==> config.mk <==
export PLATFORM = sky130hd
export DESIGN_NAME = key_event_unit
export DESIGN_NICKNAME = d
export VERILOG_FILES = /design/src/rtl/kab_io_pkg.sv /design/src/rtl/key_event_unit_debouncer.sv /design/src/rtl/key_event_unit.sv
export SDC_FILE = /design/constraint.sdc
export NUM_CORES = 1
export LEC_CHECK = 0
export ABC_AREA = 0
export CAP_MARGIN = 5
export CORE_MARGIN = 1
export CORE_UTILIZATION = 55
export CTS_BUF_LIST = sky130_fd_sc_hd__clkbuf_4 sky130_fd_sc_hd__clkbuf_8
export DETAILED_ROUTE_END_ITERATION = 12
export MAX_ROUTING_LAYER = met4
export PLACE_DENSITY = 0.78
export RECOVER_POWER = 100
export SYNTH_ARGS = -nofsm -noshare
export SYNTH_HDL_FRONTEND = slang
export SYNTH_HIERARCHICAL = 1
export SYNTH_SLANG_ARGS = --single-unit
==> constraint.sdc <==
create_clock -name IO_Clock -period 2.4 [get_ports IO_Clock]
set_input_delay 0.48 -clock IO_Clock [delete_from_list [all_inputs] [get_ports IO_Clock]]
set_output_delay 0.48 -clock IO_Clock [all_outputs]
set_load 0.05 [all_outputs]
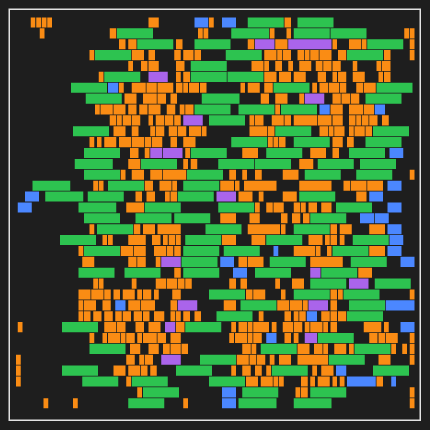
Fig. 1. Placement by cell class (run 1).
(4 px per µm)
[blue] other buffers and delay cells | cells: 30 | share of their area: 5.0%
[purple] clock drivers and dummy loads | cells: 16 | share of their area: 3.7%
[orange] all other logic | cells: 403 | share of their area: 44%
[green] flip-flops | cells: 110 | share of their area: 48%
flop share of the area: 46.4%
Final Cell Area: 0.00596 mm²
Finished Core Util: 61.0%
row count: 36

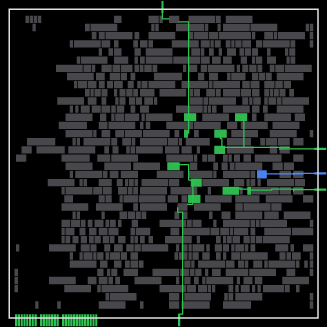
Fig. 2. Nets reached from selected ports (run 1).
(3 px per µm)
[blue] IntAck | direction: input | edge: right | end cells: 1 | buffers: 1 | wire: 20.4 µm
[green] WrData | direction: input | edge: 29 bottom, 2 right, 1 top | end cells: 10 | buffers: 4 | wire: 196 µm
IO buf count: 19
IO Pins: 76

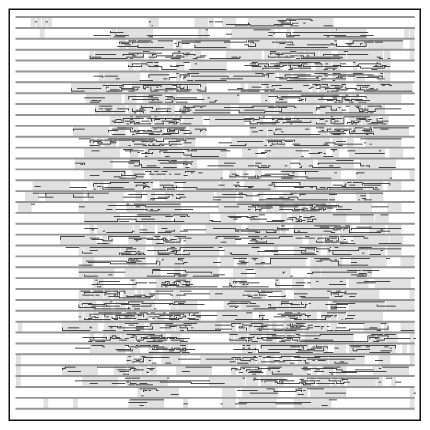
Fig. 3. Met1 routing (run 1).
(4 px per µm) Supply wires on this layer in gray.
wire length on this layer: 4640 µm
longest straight run: 33.6 µm
nets with wire on the layer: 512
main direction: horizontal
share of all routed wire: 45%
final wirelength: 10200 µm
GR Layer Usage met1: 27.7%
Vias: 3916

==> impl_metrics.json, run 1 <==
{
  "core-area_mm2": 0.00977,
  "timing.final.ws_setup_ns": 0.140,
  "critical_path_class": "reg2reg",
  "die_w_um": 102,
  "yosysWarnings": 6,
  "clock_sinks": 110,
  "ys_sh_simple_pct": 23.6,
  "max_freq_mhz": 442,
  "r2r_slack_ns": 0.14,
  "cts_max_level": 3,
  "warnings": 54,
  "critPathLaunchType": "flip-flop",
  "slowest_stage": "or4_1",
  "hold_class": "reg2reg",
  "top_area_cell": "dfrtp_1",
  "synth.logic.top_family": "simple AND/OR/NAND/NOR gates",
  "cts-buffers-inserted": 9,
  "path_clk_slew_ns": 0.09,
  "syn_area_mm2": 0.00554,
  "grt_max_degree": 68,
  "antenna_found_initial": 0,
  "ctsHoldBuffers": 1,
  "synthCells": 526,
  "hpwl_um": 7110,
  "critPathMaxFanout": 17,
  "p_leak_nw": 2.51,
  "yosys_area_mm2": 0.00554,
  "gp_congestion": 0.912,
  "grt_pass1_vias": 3734,
  "synth-xor-area-share_pct": 8.21,
  "tns_ns": 0,
  "cts_resized": 0,
  "grtUsageTotal_pct": 21.6,
  "cts_root_buf": "clkbuf_8",
  "viasPerCell": 5.66,
  "path_delay_family": "simple AND/OR/NAND/NOR gates",
  "cp.depth": 4,
  "fin_crit_ns": 2.26,
  "gr-total-overflow": 0,
  "reg2reg_depth": 4,
  "status": "completed",
  "largest_register_ffs": 72,
  "finalSetupViolations": 0,
  "drtAntennaViolNets": 0
}
-- run 1: final cells by class --
| type | instances | area, µm² |
|---|---|---|
| clock buffer | 12 | 159 |
| clock inverter | 4 | 55.1 |
| fill | 813 | 3810 |
| inverter | 10 | 37.5 |
| multi-input combinational | 393 | 2490 |
| sequential | 110 | 2760 |
| tap | 133 | 166 |
| timing repair buffer | 30 | 290 |
-- run 1: through the flow --
stage,power (mW),hold WS (ns),cells
floorplan,2.31,0.184,553
global placement,2.39,0.345,675
detailed placement,2.41,0.350,675
CTS,3.58,0.364,692
global route,3.67,0.366,692
finish,3.52,0.363,692
-- run 1: synth_stat cells, drive strengths merged --
cell type / number
o21ai: 28
nor2: 61
xor2: 23
dfstp: 8
or3: 10
and3: 13
and4b: 5
nand2: 34
nor4b: 1
nor4: 13
conb: 1
a31oi: 1
a21oi: 16
nand4b: 3
mux4: 4
ha: 4
or2: 1
dfrtp: 102
inv: 10
and4: 6
nand4: 17
nand3: 31
mux2i: 4
clkbuf: 3
o31ai: 6
and2: 9
mux2: 10
o22ai: 1
a22oi: 1
or4b: 3
o221ai: 1
nand3b: 5
a21bo: 2
xnor2: 29
buf: 37
or4: 14
nor3: 9
-- run 1: layer usage --
metal  wire length [µm]  GRT usage (%)  vias to the layer above
met5                  0              -                        -
met4                205           7.91                        0
met3                384           4.45                       20
met2               4970           34.1                       97
met1               4640           27.7                     1928
li1                   -              -                     1871
-- run 1: worst reg2reg max path: cells and delay by family (launching register included) --
family / cells / cell delay [ns]
AND/OR/NAND/NOR: 3 / 1.24
flip-flops: 1 / 0.46
AND-OR/OR-AND: 1 / 0.44
-- run 1: power breakdown --
part	internal (mW)	switching, mW	leakage, nW
Clock	0.555	0.613	0.106
Combinational	0.116	0.260	0.930
Sequential	1.92	0.0490	1.47
Total	2.60	0.921	2.51
==> run 2: changes to the inputs <==
--- a/config.mk
+++ b/config.mk
@@ -7,13 +7,16 @@
 export LEC_CHECK = 0
 export ABC_AREA = 0
 export CAP_MARGIN = 5
+export CORE_ASPECT_RATIO = 1.1
 export CORE_MARGIN = 1
 export CORE_UTILIZATION = 55
 export CTS_BUF_LIST = sky130_fd_sc_hd__clkbuf_4 sky130_fd_sc_hd__clkbuf_8
 export DETAILED_ROUTE_END_ITERATION = 12
+export DONT_BUFFER_PORTS = 1
 export MAX_ROUTING_LAYER = met4
-export PLACE_DENSITY = 0.78
+export PLACE_DENSITY = 0.68
 export RECOVER_POWER = 100
+export SLEW_MARGIN = 20
 export SYNTH_ARGS = -nofsm -noshare
 export SYNTH_HDL_FRONTEND = slang
 export SYNTH_HIERARCHICAL = 1
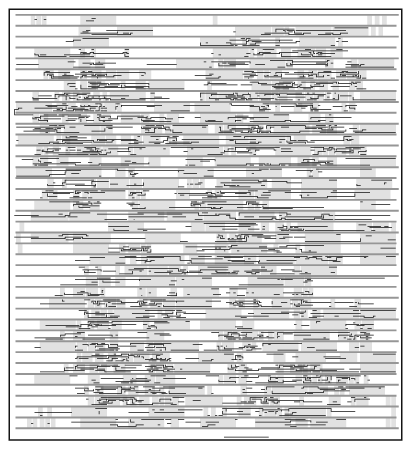
Fig. 4. Met1 routing (run 2).
(4 px per µm) Supply wires on this layer in gray.
nets with wire on the layer: 500
main direction: horizontal
share of all routed wire: 47%
wire length on this layer: 4770 µm
longest straight run: 31.7 µm
final wirelength: 10300 µm
Vias: 3819
GR Layer Usage met1: 28.5%

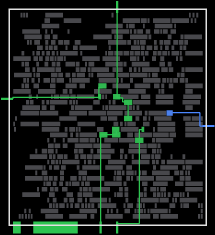
Fig. 5. Nets reached from selected ports (run 2).
(2 px per µm)
IO buf count: 0

==> run 2 against run 1 <==
Effect of this change:
- the flow now finishes with violations (DRC, hold timing)
- area after synthesis unchanged
- largest cell class unchanged
- clock-buffer cell count unchanged
- largest power group unchanged
- synthesized cell count did not move
- via count down 2.5%
- global-route usage is 0.31 points higher
- non-clock buffer count shrank 16
- worst setup slack improved by 0.029 ns
==> impl_metrics.json, run 2 <==
{
  "max_freq_mhz": 448,
  "status": "complete, but fails checks",
  "dr.pass1.iters": 10,
  "synthAdderAreaFrac_pct": 0.903,
  "grt_pass1_wl_um": 17500,
  "path_clk_slew_ns": 0.10,
  "warnings": 58,
  "top_area_cell": "dfrtp_1",
  "drtAntennaViolNets": 0,
  "route.detailed.drc": 4,
  "cts.path.max_buffers": 2,
  "preCtsSetupSlack_ns": 0.180,
  "grt_pass1_vias": 3663,
  "endpoint_kind": "flip-flop",
  "timing.final.ws_setup_ns": 0.169,
  "clock_sinks": 110,
  "cap_violations": 0,
  "topCellsByArea": "dfrtp_1 46%, xnor2_1 4.6%, nor2_1 4.1%",
  "final_common_cell": "dfrtp_1",
  "largest_register_ffs": 72,
  "fin_crit_ns": 2.23,
  "hpwl_um": 7050,
  "synth_cell_type_count": 47,
  "synthToLayoutAreaGrowth_pct": 3.50,
  "p_per_area_mw_per_mm2": 574,
  "layout.nets": 585,
  "grt_setup_unrepaired": "false",
  "most-common-layout-cells": "102 x dfrtp_1, 61 x nor2_1, 34 x nand2_1",
  "grtUsageTotal_pct": 22.0,
  "reg2reg_depth": 4,
  "post_drt_wl_per_cell_um": 15.5,
  "hold_slack_ns": -0.211,
  "finalCritPeriodShare_pct": 92.9,
  "yosys_area_mm2": 0.00554,
  "dieArea_mm2": 0.0105,
  "p_leak_nw": 2.44,
  "most_common_cell": "dfrtp_1",
  "tns_ns": 0,
  "syn_avg_cell_area_um2": 10.5,
  "critical_path_class": "reg2reg",
  "synth-xor-area-share_pct": 8.21,
  "hold_viol": 107,
  "rows": 38,
  "timing.final.max_slew_violations": 0,
  "ys_top_cells_by_count": "102 x dfrtp_1, 61 x nor2_1, 34 x nand2_1",
  "antenna_found_initial": 0,
  "synthCells": 526,
  "peakVddDrop_v": 0.000268,
  "die_w_um": 97.7,
  "yosysWarnings": 6,
  "core-area_mm2": 0.00984,
  "crit_required_ns": 2.65,
  "cts_max_level": 3,
  "synth.logic.top_family": "simple AND/OR/NAND/NOR gates",
  "hold_class": "in2async",
  "flop_cell": "dfrtp_1",
  "ys_sh_simple_pct": 23.6,
  "ys_sh_aoi_pct": 6.43,
  "die_height_um": 107,
  "viasPerCell": 5.76,
  "gr-total-overflow": 0,
  "synth_flops": 110,
  "skew_ns": 0.00435,
  "drive_gt1_share_pct": 10.5,
  "grt_max_degree": 111,
  "r2r_slack_ns": 0.17,
  "finalSetupViolations": 0,
  "async_reset_ff_share_pct": 100,
  "top_cell_area_share_pct": 46.0,
  "violations": "DRC, hold timing",
  "syn_area_mm2": 0.00554,
  "cts-buffers-inserted": 9,
  "postSynthSeqShare_pct": 49.8,
  "core_util_floorplan_pct": 56.3,
  "critPathLaunchType": "flip-flop",
  "drt_iter0_markers": 159,
  "edf_count": 0,
  "critPathMaxFanout": 17,
  "gp_congestion": 0.829,
  "clock.latency.late_pin_ns": 0.38,
  "cts_root_buf": "clkbuf_8",
  "io_pins": 76
}
[run 2: kinds of logic (layout without fill, tap and decap cells)]
| kind of cell | after synthesis | in the layout |
|---|---|---|
| simple gates | 235 | 235 |
| flops | 110 | 110 |
| compound gates | 56 | 56 |
| xor+xnor | 52 | 52 |
| buf+inv | 50 | 40 |
| mux | 18 | 18 |
| fa+ha+maj | 4 | 4 |
| other cells | 1 | 28 |
[run 2: final cells by class]
class / instances / area [µm²]
Fill cell: 849 / 4100
Sequential cell: 110 / 2760
Multi-Input combinational cell: 393 / 2510
Clock buffer: 12 / 153
Tap cell: 120 / 150
Timing Repair Buffer: 14 / 103
Inverter: 10 / 37.5
Clock inverter: 4 / 22.5
[run 2: power by group]
part / total [mW] / internal, mW / switching [mW]
Sequential: 2.03 / 1.92 / 0.104
Clock: 1.03 / 0.425 / 0.610
Combinational: 0.229 / 0.0719 / 0.157
[run 2: critical path, stage by stage (launching register included)]
cell and delay (ns):
dfrtp_1 0.45, or4_1 0.56, or4_4 0.55, o21ai_4 0.44, nor2_1 0.10
[run 2: stage by stage]
stage	util, %	total power [mW]	std cells	area, µm²
floorplan	-	2.31	553	5650
global placement	56.8	2.29	647	5590
detailed placement	56.8	2.30	647	5590
CTS	58.5	3.33	663	5760
global route	58.3	3.43	663	5740
finish	58.3	3.29	663	5740
[run 2: routing by layer]
layer	wire (µm)	up-vias	track usage [%]	share of wire, %
met5	0	-	-	0
met4	163	0	8.44	1.6
met3	340	15	3.96	3.3
met2	4980	66	34.7	49
met1	4770	1901	28.5	46
li1	-	1837	-	-
[run 2: what timing repair did]
item                                   in CTS  in global routing
setup endpoints to repair                   0                  0
endpoints found under the hold margin     110                110
resized                                     0                  0
Power figures rest on the tool's default switching activity, not on a simulated workload.
